==> src/rtl/loop_recorder_sequencer_if.sv <==
// rtl/loop_recorder_sequencer_if.sv - key-pattern RAM port shared by the loop sequencer
interface loop_recorder_sequencer_if #(
   parameter int ADDR_W = 5
);
   logic [ADDR_W-1:0] ram_addr;
   logic [3:0]        ram_wdata;
   logic              ram_wren;
   logic [3:0]        ram_rdata;

   modport master (
      output ram_addr,
      output ram_wdata,
      output ram_wren,
      input  ram_rdata
   );

   modport slave (
      input  ram_addr,
      input  ram_wdata,
      input  ram_wren,
      output ram_rdata
   );
endinterface

==> src/rtl/loop_recorder_sequencer.sv <==
// rtl/loop_recorder_sequencer.sv - record/playback sequencer over a shared key-pattern RAM
module loop_recorder_sequencer #(
   parameter int TICK_DIV  = 50000000,
   parameter int NUM_SLOTS = 29,
   parameter int ADDR_W    = 5
) (
   input  logic                  clock,
   input  logic                  reset,
   input  logic                  go,
   input  logic [3:0]            keys,
   loop_recorder_sequencer_if.master ram,
   output logic [3:0]            play_keys,
   output logic [1:0]            mode,
   output logic [ADDR_W-1:0]     rec_len
);
   localparam int CNT_W = (TICK_DIV > 2) ? $clog2(TICK_DIV) : 1;
   localparam logic [CNT_W-1:0]  TICK_LAST = CNT_W'(TICK_DIV - 1);
   localparam logic [CNT_W-1:0]  LOAD_CNT  = CNT_W'(1);
   localparam logic [ADDR_W-1:0] SLOT_LAST = ADDR_W'(NUM_SLOTS - 1);
   localparam logic [ADDR_W-1:0] SLOT_FULL = ADDR_W'(NUM_SLOTS);
   localparam logic [ADDR_W-1:0] ONE       = ADDR_W'(1);

   typedef enum logic [2:0] {
      IDLE, ARM_REC, RECORD, REC_STOP, READY, ARM_PLAY, PLAY, PLAY_STOP
   } state_t;

   state_t            state, state_next;
   logic [CNT_W-1:0]  tick_cnt;
   logic [ADDR_W-1:0] slot;
   logic [ADDR_W-1:0] rec_len_next;
   logic [3:0]        play_reg;
   logic              active, tick, entering;

   assign active   = (state == RECORD) || (state == PLAY);
   assign tick     = active && (tick_cnt == TICK_LAST);
   assign entering = ((state_next == RECORD) && (state != RECORD)) ||
                     ((state_next == PLAY)   && (state != PLAY));

   always_comb begin
      state_next   = state;
      rec_len_next = rec_len;
      mode         = 2'b00;
      case (state)
         IDLE:     if (!go) state_next = ARM_REC;
         ARM_REC:  if (go) state_next = RECORD;
         RECORD: begin
            mode = 2'b01;
            if (tick && (slot == SLOT_LAST)) begin
               state_next   = READY;
               rec_len_next = SLOT_FULL;
            end else if (!go) begin
               // a slot whose write lands in this same cycle counts as complete
               state_next   = REC_STOP;
               rec_len_next = tick ? (slot + ONE) : slot;
            end
         end
         REC_STOP: if (go) state_next = (rec_len != '0) ? READY : IDLE;
         READY: begin
            mode = 2'b11;
            if (!go) state_next = ARM_PLAY;
         end
         ARM_PLAY: begin
            mode = 2'b11;
            if (go) state_next = PLAY;
         end
         PLAY: begin
            mode = 2'b10;
            if (tick && (slot == (rec_len - ONE))) state_next = IDLE;
            else if (!go)                          state_next = PLAY_STOP;
         end
         PLAY_STOP: if (go) state_next = IDLE;
         default:   state_next = IDLE;
      endcase
   end

   always_ff @(posedge clock) begin
      if (!reset) begin
         state    <= IDLE;
         tick_cnt <= '0;
         slot     <= '0;
         rec_len  <= '0;
         play_reg <= '0;
      end else begin
         state   <= state_next;
         rec_len <= rec_len_next;
         if (entering) begin
            tick_cnt <= '0;
            slot     <= '0;
         end else if (active) begin
            tick_cnt <= tick ? '0 : (tick_cnt + LOAD_CNT);
            if (tick) slot <= slot + ONE;
         end else begin
            tick_cnt <= '0;
         end
         // read data for the current slot arrives one cycle after the address
         if (state != PLAY)               play_reg <= '0;
         else if (tick_cnt == LOAD_CNT)   play_reg <= ram.ram_rdata;
      end
   end

   assign ram.ram_addr  = slot;
   assign ram.ram_wdata = keys;
   assign ram.ram_wren  = reset && (state == RECORD) && tick;
   assign play_keys     = (state == PLAY) ? play_reg : 4'h0;
endmodule
==> src/flat_wrapper.sv <==
// flat-port wrapper written by rule: the top's interface ports become plain ports
module loop_recorder_sequencer_flat 
#(
   parameter int TICK_DIV  = 50000000,
   parameter int NUM_SLOTS = 29,
   parameter int ADDR_W    = 5
)
  (clock, reset, go, keys, play_keys, mode, rec_len, ram_ram_addr, ram_ram_wdata, ram_ram_wren, ram_ram_rdata);
  loop_recorder_sequencer_if #(.ADDR_W(ADDR_W)) ram_i ();
  input  logic clock;
  input  logic reset;
  input  logic go;
  input  logic [3:0] keys;
  output logic [3:0] play_keys;
  output logic [1:0] mode;
  output logic [ADDR_W-1:0] rec_len;
  output wire logic [$bits(ram_i.ram_addr)-1:0] ram_ram_addr;
  output wire logic [$bits(ram_i.ram_wdata)-1:0] ram_ram_wdata;
  output wire logic [$bits(ram_i.ram_wren)-1:0] ram_ram_wren;
  input wire logic [$bits(ram_i.ram_rdata)-1:0] ram_ram_rdata;
  assign ram_ram_addr = ram_i.ram_addr;
  assign ram_ram_wdata = ram_i.ram_wdata;
  assign ram_ram_wren = ram_i.ram_wren;
  assign ram_i.ram_rdata = ram_ram_rdata;
  loop_recorder_sequencer #(.TICK_DIV(TICK_DIV), .NUM_SLOTS(NUM_SLOTS), .ADDR_W(ADDR_W)) u_core (.clock(clock), .reset(reset), .go(go), .keys(keys), .ram(ram_i), .play_keys(play_keys), .mode(mode), .rec_len(rec_len));
endmodule
==> config.mk <==
export PLATFORM = sky130hd
export DESIGN_NAME = loop_recorder_sequencer_flat
export DESIGN_NICKNAME = d
export VERILOG_FILES = /design/src/rtl/loop_recorder_sequencer_if.sv /design/src/rtl/loop_recorder_sequencer.sv /design/src/flat_wrapper.sv
export SDC_FILE = /design/constraint.sdc
export NUM_CORES = 1
export LEC_CHECK = 0
export CAP_MARGIN = 5
export CORE_AREA = 4 4 89 91
export CTS_CLUSTER_DIAMETER = 40
export DETAILED_ROUTE_END_ITERATION = 7
export DIE_AREA = 0 0 93 95
export PLACE_DENSITY_LB_ADDON = 0.3
export SETUP_SLACK_MARGIN = 0.5
export SYNTH_ARGS = -nofsm -noshare
export SYNTH_HDL_FRONTEND = slang
export SYNTH_SLANG_ARGS = --single-unit
export TNS_END_PERCENT = 100
==> constraint.sdc <==
create_clock -name clock -period 3.25 [get_ports clock]
set_input_delay 0.325 -clock clock [delete_from_list [all_inputs] [get_ports clock]]
set_output_delay 0.325 -clock clock [all_outputs]
set_load 0.01 [all_outputs]
==> results.sh, run 1 <==
# yosys + openroad results
export IMPL_timing_max_cap_violations=0
export IMPL_worst_pin_slew_ns=0.707
export IMPL_drv_slew=0
export IMPL_synth_distinct_cells=42
export IMPL_syn_area_sq_mm=0.00231
export IMPL_drc=0
export IMPL_fp_nets=276
export IMPL_cts_root_buf="clkbuf_8"
export IMPL_num_antenna_cells=0
export IMPL_ant_nets=0
export IMPL_rsz0062_at_grt="no"
export IMPL_flop_cell="dfxtp_1"
export IMPL_hpwl_microns=3700
export IMPL_edf_count=0
export IMPL_io_pin_count=32
export IMPL_clockBufferDepth=2
export IMPL_cts_htree_levels=2
export IMPL_syn_inst=260
export IMPL_ys_async_sr_fraction=0
export IMPL_gp_congestion=0.781
export IMPL_finalHoldViolCount=0
export IMPL_ys_seq_share=0.372
export IMPL_antenna_found_initial=0
export IMPL_hp_class="reg2reg"
export IMPL_tns_ns=0
export IMPL_path_clk_slew_ns=0.08
export IMPL_drt_first_iter_violations=82
export IMPL_top_register="u_core.tick_cnt"
export IMPL_cts_hold_buf=0
export IMPL_chipHeight_microns=95
export IMPL_worstPathRequired_ns=2.92
export IMPL_routed_wirelength_microns=5010
export IMPL_layout_drive_gt1_share=0.0791
export IMPL_via_count=1809
export IMPL_p_per_area_mw_per_mm2=346
export IMPL_grt_use_met2=0.187
export IMPL_warnings=28
export IMPL_ys_warn_count=0
export IMPL_die_area_sq_mm=0.00884
export IMPL_ys_area_sq_mm=0.00231
export IMPL_path_cells="or4_4, nor2_1, nand4_1, nor4_2, clkdlybuf4s50_1"
export IMPL_finalSetupViolCount=0
export IMPL_area_growth_pct=16.2
export IMPL_largest_reg_flops=26
export IMPL_irDropWorstVdd_uv=175
export IMPL_avgViaCountPerCell=4.80
export IMPL_grt_overflow_total=0
export IMPL_cts_setup_buffers=0
export IMPL_end_kind="primary output"
export IMPL_grt_pass1_vias=1797
export IMPL_use_met1=0.158
export IMPL_crit_path_start_kind="flip-flop"
export IMPL_whs_ns=0.487
export IMPL_nNetsFinal=295
export IMPL_portBuffers=23
export IMPL_r2r_slack_ns=1.11
export IMPL_clock_sinks=43
export IMPL_top_area_cell="dfxtp_1"
export IMPL_critical_path_max_stage_delay_ns=0.61
export IMPL_synth_avg_cell_area_sq_um=8.89
export IMPL_slowest_stage="or4_4"
export IMPL_synthTopCellsByArea="dfxtp_1 (37%), xnor2_1 (8.3%), nor2_1 (6.7%)"
export IMPL_synth_flops=43
export IMPL_fp_dieW_microns=93
export IMPL_lay_top_cells="dfxtp_1 (43), nor2_1 (41), clkdlybuf4s50_1 (23)"
export IMPL_crit_type="reg2out"
export IMPL_clock_skew_ns=0.00721
export IMPL_use_met3=0.0231
export IMPL_cp_arrival_ns=2.26
export IMPL_top_area_frac=0.372
export IMPL_firstDrtPassIters=4
export IMPL_cts_tree="yes"
export IMPL_grt_max_degree=27
export IMPL_slew_headroom=0.524
export IMPL_fmax_mhz=387
export IMPL_core_area_sq_mm=0.00714
export IMPL_cts_resized=0
export IMPL_status="finished, final reports clean"
## run 1: per-layer routing
layer / up-vias / share of wire
li1: 936 / -
met1: 835 / 0.50
met2: 30 / 0.44
met3: 8 / 0.039
met4: 0 / 0.020
met5: - / 0
## run 1: kinds of logic after synthesis
family                   count (synthesis)  share of synthesized area
flip-flops                              43                      0.372
adder cells (fa/ha/maj)                  5                     0.0271
AND-OR/OR-AND                           17                     0.0671
AND/OR/NAND/NOR                        133                      0.331
multiplexers                             5                     0.0216
buffers and inverters                   21                     0.0444
XOR/XNOR                                36                      0.136
## run 1: worst max-delay path, delay by kind of cell, from the launching register on
kind / cells / cell delay (ns)
AND/OR/NAND/NOR: 4 / 1.04
flip-flops: 1 / 0.35
buffers and inverters: 1 / 0.58
## run 1: stage by stage
step | power (mW) | instances | area [sq um] | setup WS (ns) | utilization
6_report | 0.929 | 377 | 2690 | 0.663 | 0.376
5_1_grt | 0.973 | 377 | 2690 | 0.522 | 0.376
4_1_cts | 0.943 | 377 | 2680 | 0.598 | 0.375
3_5_place_dp | 0.629 | 371 | 2610 | 0.814 | 0.365
3_3_place_gp | 0.629 | 371 | 2610 | 0.869 | 0.365
2_1_floorplan | 0.606 | 260 | 2310 | 1.39 | -
## run 1: final cells by class
cell class | instances | area (sq um)
Fill cell | 754 | 4450
Multi-Input combinational cell | 196 | 1360
Sequential cell | 43 | 861
Timing Repair Buffer | 24 | 238
Tap cell | 99 | 124
Clock buffer | 6 | 72.6
Inverter | 9 | 33.8
## run 1: path summary, 6_finish.rpt
| path | start | depth (start not counted) | endpoint |
|---|---|---|---|
| setup / recovery | u_core.tick_cnt[9] | 5 | ram_ram_wren |
| hold / removal | u_core.play_reg[0] | 2 | u_core.play_reg[0] |
| setup reg to reg | u_core.rec_len[0] | 7 | u_core.state[2] |
| hold reg to reg | u_core.play_reg[0] | 2 | u_core.play_reg[0] |
## run 1: synthesized netlist by cell type (2+ instances only)
cell      instances
nor4_4            2
or4_4             2
nor2b_1           7
mux2i_1           5
dfxtp_1          43
nand4_1           7
nor3b_1           3
nand3_1          20
xor2_1           14
and3_1           10
and4_1            2
nor3_1            3
nor4_1            6
ha_1              5
nand3b_1          2
nor3_2            3
xnor2_1          22
o32ai_2           2
a21oi_1           4
nand2_1          14
clkbuf_1          3
inv_1             9
and2_1            2
buf_4             5
nand2b_1          2
o221a_1           4
buf_2             4
nor2_1           41
## run 1: power breakdown
group	internal (mW)	switching, mW	leakage (nW)
clock network	0.143	0.169	0.0371
logic	0.0368	0.0380	0.474
registers	0.532	0.00963	0.347
Run 1, metal layers overlaid:
(4 px per micron)
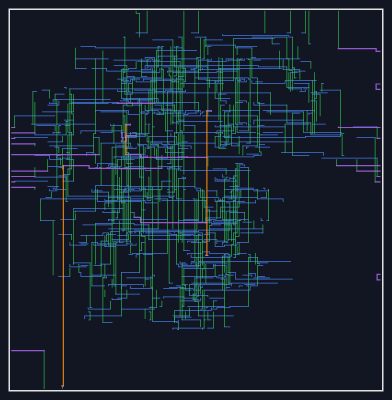
colour	layer	wire length
green	metal 2	2210 microns
orange	metal 4	98.6 microns
purple	metal 3	195 microns
blue	metal 1	2500 microns

Run 1, clock nets:
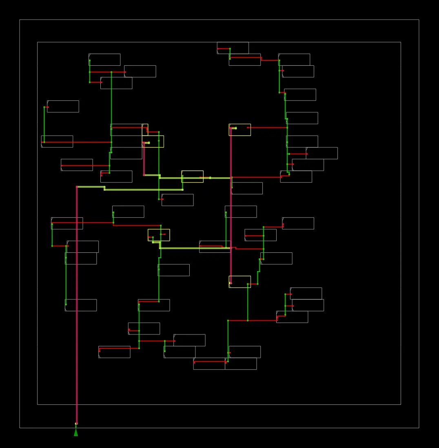
clk latency late pin: 0.29 ns
clk_buf instances: 6
clk pwr: 312 uW
CTS Buf Count: 5

Run 1, gate families picked out:
(3 px per micron)
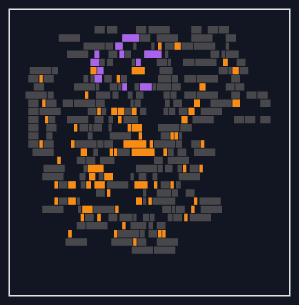
colour	family	cells	most used
orange	NOR gates	68	nor2_1
purple	inverting AOI/OAI gates	11	a21oi_1
Cell Count, Final, Fillers Out: 377
Top cell excl fill/tap: dfxtp_1

Run 1, routed clock nets over the placement:
(3 px per micron)
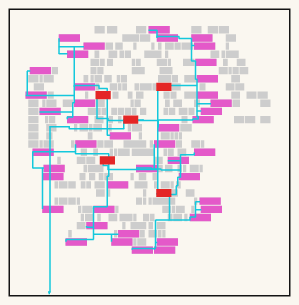

==> inputs of run 2 (changes only) <==
Clock period 3.25 ns to 2.5 ns, I/O delays scaled along.
Run 2, routed clock nets over the placement:
(3 px per micron)
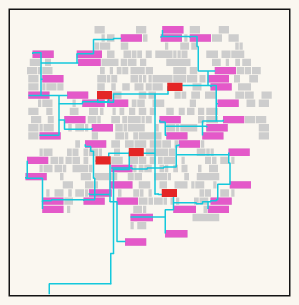
[magenta] flip-flops | count: 43
[red] clock drivers | count: 5
[cyan] clock wires | length: 594 microns
routed clock nets	6
clk latency late pin: 0.30 ns
Clk pwr share: 0.356
clk pwr: 452 uW
skew final: 0.00637 ns

==> results.sh, run 2 <==
# yosys + openroad results
export IMPL_core_rowCount=31
export IMPL_timing_max_cap_violations=0
export IMPL_layout_top_cell="nor2_1"
export IMPL_cts_made_buffers=5
export IMPL_yosysMostFrequentCell="dfxtp_1"
export IMPL_ant_nets=0
export IMPL_fmax_mhz=494
export IMPL_ys_warn_count=0
export IMPL_clock_sinks=43
export IMPL_cts_hold_buf=0
export IMPL_ys_area_sq_mm=0.00231
export IMPL_synth_flops=43
export IMPL_finalCritPeriodShare=0.809
export IMPL_cp_arrival_ns=1.77
export IMPL_largest_reg_flops=26
export IMPL_fp_dieW_microns=93
export IMPL_cts_root_buf="clkbuf_8"
export IMPL_lay_top_cells="nor2_1 (38), dfxtp_1 (35), xnor2_1 (21), clkdlybuf4s50_1 (21), nand3_1 (18)"
export IMPL_synth_avg_cell_area_sq_um=8.89
export IMPL_syn_inst=260
export IMPL_synth_distinct_cells=42
export IMPL_slew_headroom=0.770
export IMPL_warnings=30
export IMPL_routed_wirelength_microns=5250
export IMPL_io_pin_count=32
export IMPL_initCoreUtil=0.324
export IMPL_grt_pass1_wl_microns=9010
export IMPL_ys_async_sr_fraction=0
export IMPL_crit_path_start_kind="flip-flop"
export IMPL_track_usage=0.128
export IMPL_die_area_sq_mm=0.00884
export IMPL_grt_max_degree=27
export IMPL_top_area_frac=0.372
export IMPL_gp_congestion=0.822
export IMPL_irDropWorstVdd_uv=220
export IMPL_grt_overflow_total=0
export IMPL_edf_count=0
export IMPL_drc=0
export IMPL_yosys_top_cells_count="dfxtp_1 (43), nor2_1 (41), xnor2_1 (22)"
export IMPL_rsz0062_at_grt="yes"
export IMPL_stdcell_area_sq_mm=0.00294
export IMPL_crit_fanout=2
export IMPL_finalSetupViolCount=0
export IMPL_fin_crit_ns=2.02
export IMPL_crit_type="reg2out"
export IMPL_hpwl_microns=3780
export IMPL_status="finished, final reports clean"
export IMPL_tns_ns=0
export IMPL_worstPathRequired_ns=2.25
export IMPL_ys_seq_share=0.372
export IMPL_worst_pin_slew_ns=0.340
export IMPL_synthTopCellsByArea="dfxtp_1 (37%), xnor2_1 (8.3%), nor2_1 (6.7%)"
export IMPL_syn_area_sq_mm=0.00231
export IMPL_finalHoldViolCount=0
export IMPL_avgViaCountPerCell=4.81
export IMPL_drt_first_iter_violations=63
export IMPL_fp_nets=276
export IMPL_drv_slew=0
export IMPL_via_count=1905
export IMPL_cts_htree_levels=2
export IMPL_ys_cells=260
export IMPL_path_clk_slew_ns=0.08
export IMPL_chipHeight_microns=95
export IMPL_p_leak_nw=0.986
export IMPL_end_kind="primary output"
export IMPL_cts_tree="yes"
export IMPL_top_area_cell="dfxtp_1"
export IMPL_portBuffers=23
export IMPL_hp_class="reg2reg"
export IMPL_num_antenna_cells=0
export IMPL_grt_pass1_vias=1866
export IMPL_flop_cell="dfxtp_1"
export IMPL_area_growth_pct=26.9
export IMPL_core_area_sq_mm=0.00714
export IMPL_placed_area_sq_mm=0.00265
export IMPL_p_per_area_mw_per_mm2=432
export IMPL_nNetsFinal=313
export IMPL_clockBufferDepth=2
export IMPL_antenna_found_initial=0
export IMPL_top_register="u_core.tick_cnt"
export IMPL_layout_drive_gt1_share=0.212
export IMPL_detail_route_wl_per_cell_microns=13.3
export IMPL_num_fill_cells=752
export IMPL_firstDrtPassIters=4
==> run 2: cell counts after synthesis <==
Identical to the previous run, type by type.
==> run 2: worst max-delay path: stages (launching register included) <==
cell	delay, ns
dfxtp_2	0.32
or4_4	0.54
nor2_2	0.13
nand4_1	0.12
nor4_1	0.19
buf_2	0.17
==> run 2: cell type report <==
type | count | area (sq um) | area share
clock buffers | 6 | 82.6 | 0.0281
clock inverters | 1 | 5.00 | 0.00171
inverters | 9 | 33.8 | 0.0115
multi-input cells | 196 | 1440 | 0.491
flip-flops and latches | 43 | 873 | 0.298
well taps | 99 | 124 | 0.0422
repair buffers | 42 | 374 | 0.127
==> run 2: repair_timing <==
item,CTS,global route
setup endpoints to repair,12,26
buffers inserted,6,6
gates resized,22,15
pin swaps,4,13
==> run 2: logic make-up after synthesis <==
logic type | Yosys count | share of synthesized area
AND/OR/NAND/NOR | 133 | 0.331
AND-OR/OR-AND | 17 | 0.0671
buffers and inverters | 21 | 0.0444
XOR/XNOR | 36 | 0.136
multiplexers | 5 | 0.0216
adder cells (fa/ha/maj) | 5 | 0.0271
flip-flops | 43 | 0.372
==> run 2: path summary, 6_finish.rpt <==
check / start / to / slack [ns] / cells after the start
worst min register to register: u_core.play_reg[2] / u_core.play_reg[2] / 0.49 / 2
worst max register to register: u_core.tick_cnt[10] / u_core.rec_len[3] / 0.49 / 7
worst max-delay path: u_core.tick_cnt[10] / ram_ram_wren / 0.48 / 5
worst min-delay path: u_core.play_reg[2] / u_core.play_reg[2] / 0.49 / 2
==> run 2: per-layer routing <==
metal | vias up | wire length (microns) | GRT usage
met5 | - | 0 | 0
li1 | 971 | - | -
met1 | 893 | 2590 | 0.171
met2 | 34 | 2360 | 0.199
met4 | 0 | 85 | 0.0488
met3 | 7 | 220 | 0.0343
==> run 2: stage by stage <==
step / power [mW] / util / worst slack [ns] / cells / hold WS [ns]
3_5_place_dp: 0.819 / 0.371 / 0.223 / 377 / 0.474
2_1_floorplan: 0.787 / - / 0.640 / 260 / 0.328
6_report: 1.27 / 0.411 / 0.478 / 396 / 0.490
5_1_grt: 1.32 / 0.411 / 0.399 / 396 / 0.500
3_3_place_gp: 0.819 / 0.371 / 0.271 / 377 / 0.469
4_1_cts: 1.28 / 0.395 / 0.398 / 390 / 0.497
==> run 2: where the power goes <==
part	leakage (nW)	internal, mW	switching, mW
combinational	0.587	0.0563	0.0523
sequential	0.351	0.692	0.0145
clock	0.0470	0.217	0.235
No activity file was given, so power comes from the tool's default toggle rates.
